[src/rtl/weight_buf_pkg.sv]
// weight_buf_pkg: constants, loader states and address type shared by the weight buffer path
package weight_buf_pkg;
    localparam int X_PE         = 16;
    localparam int X_MESH       = 16;
    localparam int ADDR_LEN     = 16;
    localparam int DATA_LEN     = 64;
    localparam int DDR_DATA_LEN = 256;
    localparam int LEN_W        = 20;
    localparam int BUFFER_NUM   = 8 * X_PE * X_MESH / DATA_LEN;
    localparam int GROUP_W      = DDR_DATA_LEN / DATA_LEN;
    localparam int GROUP_NUM    = BUFFER_NUM / GROUP_W;
    localparam int GROUP_IW     = $clog2(GROUP_NUM);

    typedef enum logic [1:0] {ST_IDLE, ST_LOAD, ST_FLUSH, ST_DONE} load_state_t;
    typedef logic [ADDR_LEN-1:0] addr_t;
endpackage

[src/rtl/wbuf_group_decode.sv]
// wbuf_group_decode: bank group index to per-bank write-enable mask, gated by valid
module wbuf_group_decode
    import weight_buf_pkg::*;
(
    input  logic [GROUP_IW-1:0]   group,
    input  logic                  valid,
    output logic [BUFFER_NUM-1:0] mask
);
    assign mask = valid ? {{(BUFFER_NUM-GROUP_W){1'b0}}, {GROUP_W{1'b1}}} << (GROUP_W * group) : '0;
endmodule

[src/rtl/weight_ddr_loader.sv]
// weight_ddr_loader: scatters DDR beats across weight buffer banks, one bank group per beat
module weight_ddr_loader
    import weight_buf_pkg::*;
(
    input  logic                    clk,
    input  logic                    rst_n,
    input  logic                    cmd_valid,
    output logic                    cmd_ready,
    input  logic [ADDR_LEN-1:0]     cmd_base_addr,
    input  logic [LEN_W-1:0]        cmd_beats,
    input  logic [DDR_DATA_LEN-1:0] s_data,
    input  logic                    s_valid,
    output logic                    s_ready,
    output logic [DDR_DATA_LEN-1:0] data_wr,
    output logic [ADDR_LEN-1:0]     wr_addr,
    output logic [BUFFER_NUM-1:0]   wr_en,
    output logic                    busy,
    output logic                    done
);
    load_state_t           state;
    addr_t                 addr;
    logic [LEN_W-1:0]      remaining;
    logic [GROUP_IW-1:0]   group;
    logic [BUFFER_NUM-1:0] mask;
    logic                  beat;

    assign cmd_ready = state == ST_IDLE;
    assign s_ready   = state == ST_LOAD;
    assign busy      = state != ST_IDLE;
    assign beat      = s_valid && s_ready;

    wbuf_group_decode u_decode (
        .group (group),
        .valid (beat),
        .mask  (mask)
    );

    always_ff @(posedge clk) begin
        if (!rst_n) begin
            state     <= ST_IDLE;
            addr      <= '0;
            remaining <= '0;
            group     <= '0;
            data_wr   <= '0;
            wr_addr   <= '0;
            wr_en     <= '0;
            done      <= 1'b0;
        end else begin
            wr_en <= mask;
            done  <= 1'b0;
            // The row address advances only after the last group of a row is written
            if (beat) begin
                data_wr   <= s_data;
                wr_addr   <= addr;
                remaining <= remaining - 1'b1;
                group     <= (group == GROUP_IW'(GROUP_NUM - 1)) ? '0 : group + 1'b1;
                if (group == GROUP_IW'(GROUP_NUM - 1))
                    addr <= addr + 1'b1;
            end
            case (state)
                ST_IDLE: if (cmd_valid) begin
                    addr      <= cmd_base_addr;
                    remaining <= cmd_beats;
                    group     <= '0;
                    state     <= (cmd_beats == '0) ? ST_DONE : ST_LOAD;
                    done      <= cmd_beats == '0;
                end
                ST_LOAD: if (beat && remaining == LEN_W'(1)) state <= ST_FLUSH;
                ST_FLUSH: begin
                    state <= ST_DONE;
                    done  <= 1'b1;
                end
                default: state <= ST_IDLE;
            endcase
        end
    end
endmodule

[config.mk]
export PLATFORM = sky130hd
export DESIGN_NAME = weight_ddr_loader
export DESIGN_NICKNAME = d
export VERILOG_FILES = /design/src/rtl/weight_buf_pkg.sv /design/src/rtl/wbuf_group_decode.sv /design/src/rtl/weight_ddr_loader.sv
export SDC_FILE = /design/constraint.sdc
export NUM_CORES = 1
export LEC_CHECK = 0
export ABC_AREA = 1
export CAP_MARGIN = 20
export CORE_AREA = 2 2 238 240
export DETAILED_ROUTE_END_ITERATION = 16
export DIE_AREA = 0 0 240 242
export PLACE_DENSITY = 0.54
export SETUP_SLACK_MARGIN = 0.2
export SLEW_MARGIN = 20
export SYNTH_ARGS = -nofsm -noshare
export SYNTH_HDL_FRONTEND = slang
export SYNTH_SLANG_ARGS = --single-unit
[constraint.sdc]
create_clock -name clk -period 4.81 [get_ports clk]
set_input_delay 0.962 -clock clk [delete_from_list [all_inputs] [get_ports clk]]
set_output_delay 0.962 -clock clk [all_outputs]
set_load 0.01 [all_outputs]
==> impl_metrics.json <==
{
  "status": "completed",
  "grt_pass1_vias": 11980,
  "track_usage_pct": 15.08,
  "ys_sh_aoi_pct": 14.77,
  "synthCells": 1641,
  "fmax_mhz": 342.7,
  "fillerInstances": 5809,
  "firstDrtPassIters": 6,
  "yosys_cells": 1641,
  "core_um2": 55730,
  "grt_overflow_total": 0,
  "numPortBuffers": 603,
  "path_buffers": 2,
  "cts.sinks": 322,
  "p_comb_mw": 3.34,
  "synthFlopType": "dfxtp_1",
  "common_cells": "nor2_1, dfxtp_1, o21ai_0",
  "synthAdderAreaFrac_pct": 1.322,
  "antenna_found_initial": 2,
  "combGateArea_um2": 4912,
  "p_per_area_nw_per_um2": 496.7,
  "fin_cells": 2947,
  "chipWidth_um": 240,
  "cts_max_level": 2,
  "rsz0062_at_grt": "false",
  "crit_family": "buffers and inverters",
  "worstPathMaxFanout": 4,
  "area.growth.synth_to_final_pct": 62.90,
  "maxPowerGroup": "sequential cells",
  "postSynthSeqShare_pct": 52.39,
  "die_h_um": 242,
  "numCtsBuffers": 40,
  "switching_share_pct": 32.44,
  "min_period_ps": 2918,
  "fp-utilization_pct": 22.08,
  "critical_path.max_stage_delay_ps": 640,
  "cts-root-buf": "clkbuf_16",
  "async_reset_ff_share_pct": 0,
  "cts.path.max_buffers": 3,
  "hold_viol": 0,
  "warning_count": 44,
  "path_cells": "inv_1 > ha_1 > clkdlybuf4s50_1",
  "grt_max_degree": 177,
  "met2_length_mm": 21.91,
  "hold_class": "reg2reg",
  "ant_nets": 0,
  "place_inst": 2881,
  "clock_latency_ps": 550,
  "top_area_share_pct": 52.39,
  "syn_area_per_cell_um2": 7.498,
  "path_class": "reg2out",
  "viasPerCell": 4.202,
  "grt.busiest_layer": "met2",
  "synth_area_um2": 12300,
  "simple_gate_share_pct": 23.08,
  "ys_seq_elements": 322,
  "finalMaxSlewViolations": 0,
  "gp_congestion": 0.8493,
  "grtUsageMet3_pct": 4.216,
  "mux_area_share_pct": 0,
  "register_area_um2": 6446,
  "post_cts_resized": 0,
  "cts_tree": "built",
  "routed-wl-met3_mm": 3.395,
  "edf_count": 0,
  "power.leakage_nw": 7.553,
  "slowest_stage": "clkdlybuf4s50_1",
  "maxUsedRoutingLayer": "met5",
  "yosysWarnings": 0,
  "fin_nets": 2476,
  "p_clk_mw": 2.93,
  "dp_hpwl_mm": 32.53,
  "p_clk_share_pct": 29.4,
  "diodes": 0,
  "post-cts-setup-buffers": 0,
  "io_pins": 604,
  "vdd_drop_max_mv": 0.2544,
  "slew_headroom_pct": 40.64,
  "place_ws_ps": 1519
}
state kept, by name (all words and copies together) (netlist names):
register and cells:
done 1, addr 16, remaining 20, data_wr 256, wr_en 8, state 2, wr_addr 16, group 3
final timing paths:
| path | slack (ps) | cells past startpoint | startpoint | to |
|---|---|---|---|---|
| max | 1890 | 3 | state[1]$_SDFFE_PN0P_ | s_ready |
| min | 480 | 2 | data_wr[47]$_SDFFE_PN0P_ | data_wr[47]$_SDFFE_PN0P_ |
| max reg2reg | 2250 | 7 | state[1]$_SDFFE_PN0P_ | data_wr[5]$_SDFFE_PN0P_ |
| min reg2reg | 480 | 2 | data_wr[47]$_SDFFE_PN0P_ | data_wr[47]$_SDFFE_PN0P_ |
placed cells by master (no fill, tap or decap), drive strengths merged, types with 3 or more instances in the layout:
cell,n
o221ai,4
nand4,7
clkdlybuf4s50,602
nor2,575
a211oi,3
o211ai,7
bufinv,3
a21oi,35
xnor2,3
dfxtp,322
inv,91
xor2,6
nand2,97
nand3,31
clkbuf,52
a31oi,4
clkinvlp,3
ha,13
clkinv,6
nor3,15
o21ai,301
buf,9
cells by family after synthesis:
family,Yosys count
flip-flops,322
adder cells (fa/ha/maj),13
buffers and inverters,216
AND-OR/OR-AND,354
AND/OR/NAND/NOR,727
XOR/XNOR,9
area by class of cell:
| cell class | instances | share of cell area, % |
|---|---|---|
| clock buffer | 52 | 5.424 |
| clock inverter | 14 | 0.8177 |
| inverter | 89 | 1.704 |
| multi-input combinational | 1103 | 24.51 |
| sequential | 322 | 32.16 |
| tap | 756 | 4.719 |
| timing repair buffer | 611 | 30.67 |
metrics by stage:
stage,util [%],hold WS [ps]
floorplan,-,444.5
global placement,33.72,462.5
detailed placement,33.72,469.0
CTS,35.96,483.2
global route,35.96,495.8
finish,35.96,476.1
Figure 1. Metal 3.
Cells faint in the background.
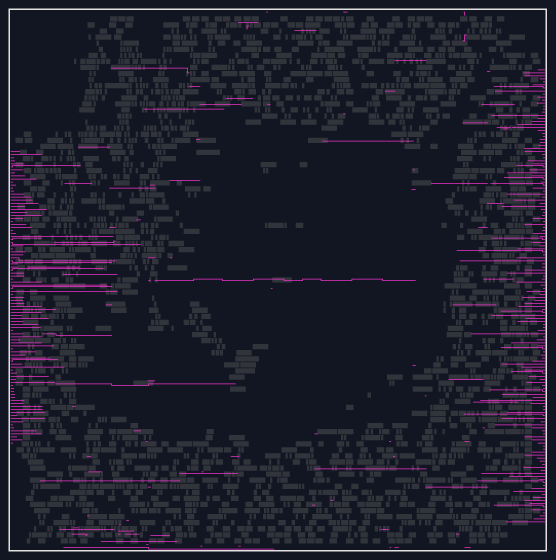
share of all routed wire = 7.4%
nets with wire on the layer = 283
main direction = horizontal
wire length on this layer = 3400 µm
longest straight run = 62.6 µm

Figure 2. Clock distribution.
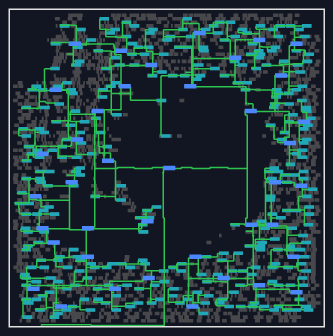
green -> clock wires  # length 4960 µm
cyan -> flip-flops  # count 322
blue -> cells driving clock nets  # count 40
routed clock nets = 41
flops lie = all over the die

Figure 3. Gate families picked out.
Bar = 50 µm.
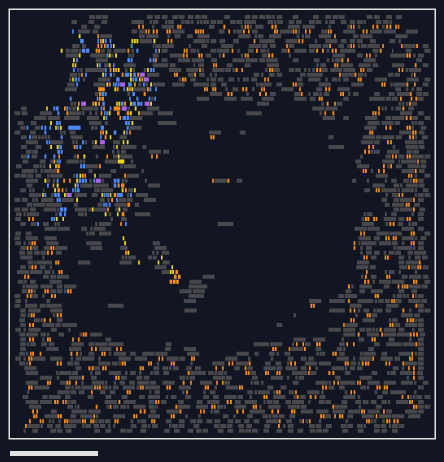
purple -> XOR/XNOR gates  # cells 9, where north-west
blue -> NAND gates  # cells 136
yellow -> inverters  # cells 89
orange -> NOR gates  # cells 590, where all over the die

Figure 4. Routing congestion map.
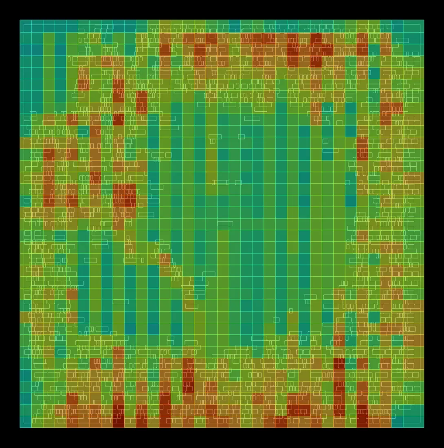
Util after Layout: 35.96%
met2 GRT Util: 26.11%
DR WL/cell: 15.50 µm

